==> config.mk <==
export PLATFORM = sky130hd
export DESIGN_NAME = spi_sclk_gen
export DESIGN_NICKNAME = d
export VERILOG_FILES = /design/src/rtl/spi_sclk_gen.sv
export SDC_FILE = /design/constraint.sdc
export NUM_CORES = 1
export LEC_CHECK = 0
export CELL_PAD_IN_SITES_DETAIL_PLACEMENT = 0
export CELL_PAD_IN_SITES_GLOBAL_PLACEMENT = 1
export CORE_ASPECT_RATIO = 0.6
export CORE_UTILIZATION = 46
export CTS_CLUSTER_DIAMETER = 200
export CTS_CLUSTER_SIZE = 10
export DETAILED_ROUTE_END_ITERATION = 16
export PLACE_DENSITY = 0.92
export SYNTH_ARGS = -nofsm -noshare
export SYNTH_HDL_FRONTEND = slang
export SYNTH_SLANG_ARGS = --single-unit
==> constraint.sdc <==
create_clock -name clk_in -period 5.1 [get_ports clk_in]
set_input_delay 0.51 -clock clk_in [delete_from_list [all_inputs] [get_ports clk_in]]
set_output_delay 0.51 -clock clk_in [all_outputs]
set_load 0.01 [all_outputs]
==> src/rtl/spi_sclk_gen.sv <==
// SPI serial-clock generator: bursts of num_cycles SCLK periods at a programmable
// half-period with CPOL/CPHA-aware sample/shift strobes. Optional hold input under SPI_SCLK_HOLD_EN.
module spi_sclk_gen #(
    parameter int DIV_W = 16,
    parameter int CNT_W = 8
) (
    input  logic             clk_in,
    input  logic             rstn,
    input  logic             start,
    input  logic [DIV_W-1:0] div,
    input  logic [CNT_W-1:0] num_cycles,
    input  logic             cpol,
    input  logic             cpha,
`ifdef SPI_SCLK_HOLD_EN
    input  logic             hold,
`endif
    output logic             busy,
    output logic             done,
    output logic             sclk,
    output logic             sample_stb,
    output logic             shift_stb
);

    typedef enum logic {IDLE, RUN} state_t;

    state_t           state_q, state_d;
    logic [DIV_W-1:0] hc_q, hc_d;
    logic [CNT_W:0]   ec_q, ec_d;
    logic [DIV_W-1:0] div_l_q, div_l_d;
    logic [CNT_W-1:0] n_l_q, n_l_d;
    logic             cpol_l_q, cpol_l_d;
    logic             cpha_l_q, cpha_l_d;
    logic             sclk_q, sclk_d;
    logic             busy_q, busy_d;
    logic             done_q, done_d;
    logic             zdone_q, zdone_d;
    logic             sample_q, sample_d;
    logic             shift_q, shift_d;
    logic             hold_act;

    always_comb begin
`ifdef SPI_SCLK_HOLD_EN
        hold_act = hold;
`else
        hold_act = 1'b0;
`endif
        state_d  = state_q;
        hc_d     = hc_q;
        ec_d     = ec_q;
        div_l_d  = div_l_q;
        n_l_d    = n_l_q;
        cpol_l_d = cpol_l_q;
        cpha_l_d = cpha_l_q;
        sclk_d   = sclk_q;
        busy_d   = busy_q;
        // A zero-length burst reports done one cycle after acceptance.
        done_d   = zdone_q;
        zdone_d  = 1'b0;
        sample_d = 1'b0;
        shift_d  = 1'b0;

        case (state_q)
            IDLE: begin
                sclk_d = cpol;
                busy_d = 1'b0;
                if (start) begin
                    if (num_cycles != '0) begin
                        div_l_d  = (div == '0) ? DIV_W'(1) : div;
                        n_l_d    = num_cycles;
                        cpol_l_d = cpol;
                        cpha_l_d = cpha;
                        hc_d     = '0;
                        ec_d     = '0;
                        busy_d   = 1'b1;
                        state_d  = RUN;
                    end else begin
                        zdone_d = 1'b1;
                    end
                end
            end
            RUN: begin
                if (!hold_act) begin
                    if (hc_q == div_l_q - DIV_W'(1)) begin
                        hc_d   = '0;
                        ec_d   = ec_q + (CNT_W+1)'(1);
                        sclk_d = ~sclk_q;
                        // Even edge count before the toggle means a leading edge.
                        if (!ec_q[0]) begin
                            sample_d = ~cpha_l_q;
                            shift_d  = cpha_l_q;
                        end else begin
                            sample_d = cpha_l_q;
                            shift_d  = ~cpha_l_q;
                        end
                        if (ec_d == {n_l_q, 1'b0}) begin
                            sclk_d  = cpol_l_q;
                            done_d  = 1'b1;
                            busy_d  = 1'b0;
                            state_d = IDLE;
                        end
                    end else begin
                        hc_d = hc_q + DIV_W'(1);
                    end
                end
            end
            default: state_d = IDLE;
        endcase
    end

    always_ff @(posedge clk_in or negedge rstn) begin
        if (!rstn) begin
            state_q  <= IDLE;
            hc_q     <= '0;
            ec_q     <= '0;
            div_l_q  <= '0;
            n_l_q    <= '0;
            cpol_l_q <= 1'b0;
            cpha_l_q <= 1'b0;
            sclk_q   <= 1'b0;
            busy_q   <= 1'b0;
            done_q   <= 1'b0;
            zdone_q  <= 1'b0;
            sample_q <= 1'b0;
            shift_q  <= 1'b0;
        end else begin
            state_q  <= state_d;
            hc_q     <= hc_d;
            ec_q     <= ec_d;
            div_l_q  <= div_l_d;
            n_l_q    <= n_l_d;
            cpol_l_q <= cpol_l_d;
            cpha_l_q <= cpha_l_d;
            sclk_q   <= sclk_d;
            busy_q   <= busy_d;
            done_q   <= done_d;
            zdone_q  <= zdone_d;
            sample_q <= sample_d;
            shift_q  <= shift_d;
        end
    end

    assign busy       = busy_q;
    assign done       = done_q;
    assign sclk       = sclk_q;
    assign sample_stb = sample_q;
    assign shift_stb  = shift_q;

endmodule

==> images/clocks.png <==
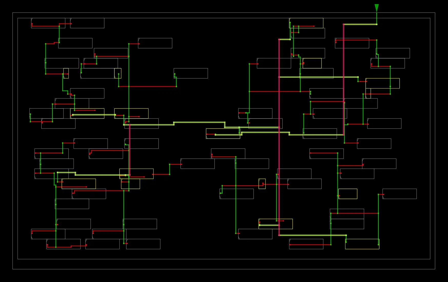
clk sinks: 58
clkbuf count: 14

==> images/layer_met2.png <==
Drawn at 6 px/µm.
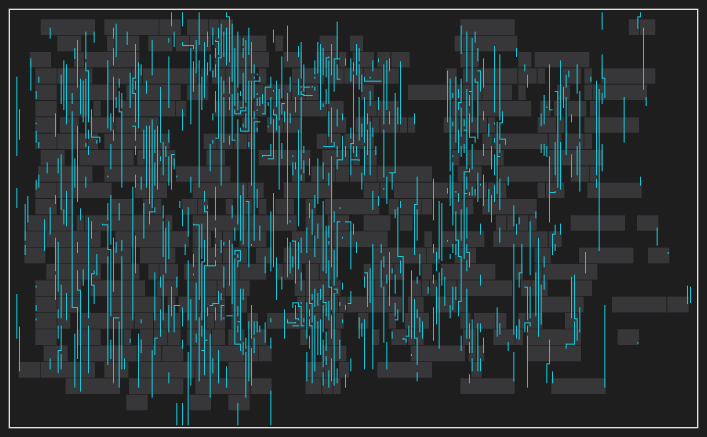
share of all routed wire: 38%
wire length on this layer: 3,160 µm
main direction: vertical
longest straight run: 32.6 µm
nets with wire on the layer: 356

==> images/placement_by_type.png <==
Drawn at 4 px/µm. Fill, decap, tap and diode cells in grey.
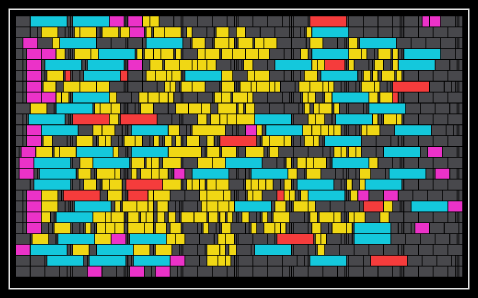
[yellow] combinational and other logic | cells: 294 | share of their area: 48%
[cyan] flops | cells: 58 | share of their area: 36%
[magenta] other buffers and delay cells | cells: 37 | share of their area: 8.8%
[red] clock drivers and dummy loads | cells: 16 | share of their area: 7.0%
Placement Rows: 24
core area: 0.00730 mm²
flop share of the area: 34.7%
Finished Cell Area: 0.00419 mm²
fin util: 57.4%

==> run_results.csv <==
group,metric,value,unit
placement,gp_congestion,0.902,
synthesis,ys_chip_area,0.00349,mm²
clocking,cts_tree,"done",
sta,timing.final.hold_violations,0,
setup_path,worst-r2r-setup-slack,1.51,ns
power_and_ir_drop,finalPower,1.50,mW
setup_path,slowest_stage,"a21oi_1",
global_routing,grt_usage,23.7,%
synthesis,syn_inst,371,
run_status,status,"finished clean",
layout,logic_gate_count,285,
global_routing,use_met3,7.43,%
synthesis,async_reset_ff_share,100,%
worst_hold_path,min_path_type,"in2async",
sta,slew-limit-headroom,43.3,%
setup_path,path_cells,"inv_1 > ha_1 > or3b_2 > or4_1 > mux2i_1 > o221ai_1 > nand4_2 > buf_4 > a21oi_1 > nor2_1",
global_routing,grt_antenna_before_repair,0,
sta,tightestPinTransition,0.851,ns
sta,setup_violations,0,
layout,lay_top_cells,"dfrtp_1, nand2_1, clkdlybuf4s50_1, nor2_1, mux2_2",
sta,fin_crit,3.59,ns
clocking,numCtsBuffers,9,
run,warning_count,26,
setup_path,cp_max_fo,23,
clocking,cts.htree.levels,3,
sta,fin_tns_setup,0,ns
layout,top_regs,"div_l_q x16, hc_q x16, ec_q x9",
detailed_routing,drc,0,
synthesis,synthesis.area,0.00349,mm²
layout,final_nets,432,
setup_path,r2r-start,"div_l_q[0]",
detailed_routing,dr_wl_met3,759,µm
placement,postPlaceCellArea,0.00390,mm²
power_and_ir_drop,max-vdd-ir-drop,0.000258,V
layout,layout-drive-gt1-share,12.6,%
detailed_routing,via_count,2950,
synthesis,edf_count,0,
synthesis,synth.yosys.seq_area_share,41.6,%
clocking,cts-root-buf,"clkbuf_16",
global_routing,top_usage_layer,"met1",
layout,clock_area_share,6.79,%
synthesis,yosys_most_used_dff,"dfrtp_1",
sta,worst_slack,1.51,ns
clocking,post_cts_resized,0,
layout,fillers,641,
clocking,clk_pin_slew,0.05,ns
power_and_ir_drop,power.density,359,mW/mm²
==> images/clk_routes.png <==
Drawn at 6 px/µm.
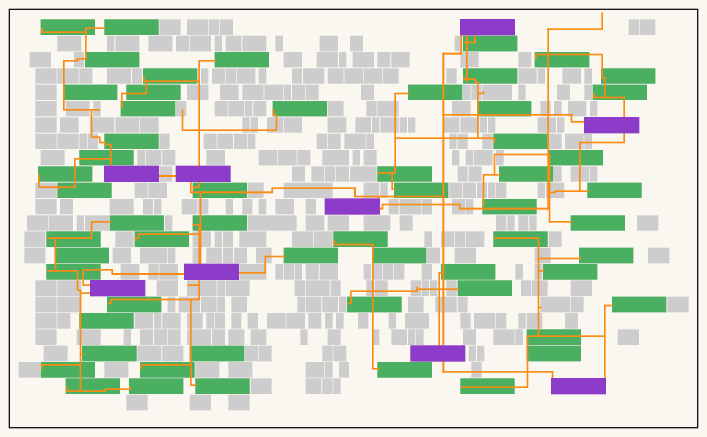
[orange] clock wires | length: 894 µm
[purple] clock drivers | count: 9
[green] flip-flops | count: 58
routed clock nets: 10
Late-Pin Clk Latency: 0.33 ns
skew final: 0.00389 ns

==> images/io_fan.png <==
Drawn at 4 px/µm.
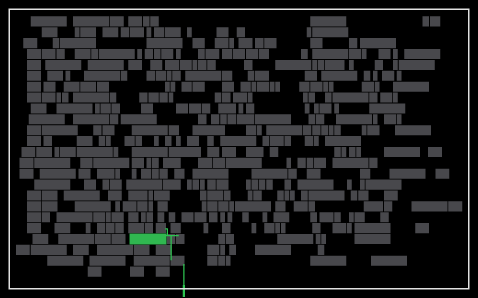
[green] sclk | bits: 1 | direction: output | edge: south | end cells: 1 | buffers: 1 | wire: 17.1 µm
number of I/O port buffers: 33
I/O Pins: 34

[worst register-to-register path: stages (launching register included)]
cell	delay, ns
dfrtp_1	0.46
inv_1	0.10
ha_1	0.24
or3b_2	0.51
or4_1	0.48
mux2i_1	0.15
o221ai_1	0.28
nand4_2	0.12
buf_4	0.24
a21oi_1	0.71
nor2_1	0.13
[synth_stat cells, drive strengths merged (7+ instances only)]
cell type / n / share of area (%)
or3: 7 / 1.3
nand3: 18 / 2.6
nor3: 16 / 2.3
mux2: 24 / 7.7
nor4: 10 / 2.0
clkbuf: 15 / 1.6
o21ai: 10 / 1.4
nand2: 45 / 4.8
nand4: 8 / 1.6
mux2i: 7 / 2.0
inv: 9 / 0.97
dfrtp: 58 / 42
xnor2: 20 / 5.0
nor2: 26 / 2.8
xor2: 16 / 4.0
or4: 7 / 1.5
[worst max path at each step]
stage,startpoint,end,slack [ns],cells past startpoint
after floorplan,div_l_q[0],ec_q[2],2.17,11
after global placement,div_l_q[0],hc_q[13],1.70,10
after detailed placement,div_l_q[0],hc_q[14],1.55,10
after CTS,div_l_q[0],hc_q[8],1.53,10
after global routing,div_l_q[0],hc_q[9],1.25,10
final,div_l_q[0],hc_q[8],1.51,10
[power breakdown]
| part | internal, mW | switching, mW |
|---|---|---|
| combinational | 0.164 | 0.141 |
| clock | 0.367 | 0.207 |
| sequential | 0.523 | 0.0991 |
[cells by family (layout without fill, tap and decap cells)]
kind of cell / after synthesis / after routing / synth area share (%)
multiplexers: 31 / 31 / 9.75
XOR/XNOR: 38 / 38 / 10.3
adder cells (fa/ha/maj): 3 / 3 / 1.07
AND/OR/NAND/NOR: 168 / 168 / 25.1
flip-flops: 58 / 58 / 41.6
AND-OR/OR-AND: 45 / 45 / 8.96
buffers and inverters: 28 / 62 / 3.22
No activity file was given, so power comes from the tool's default toggle rates.
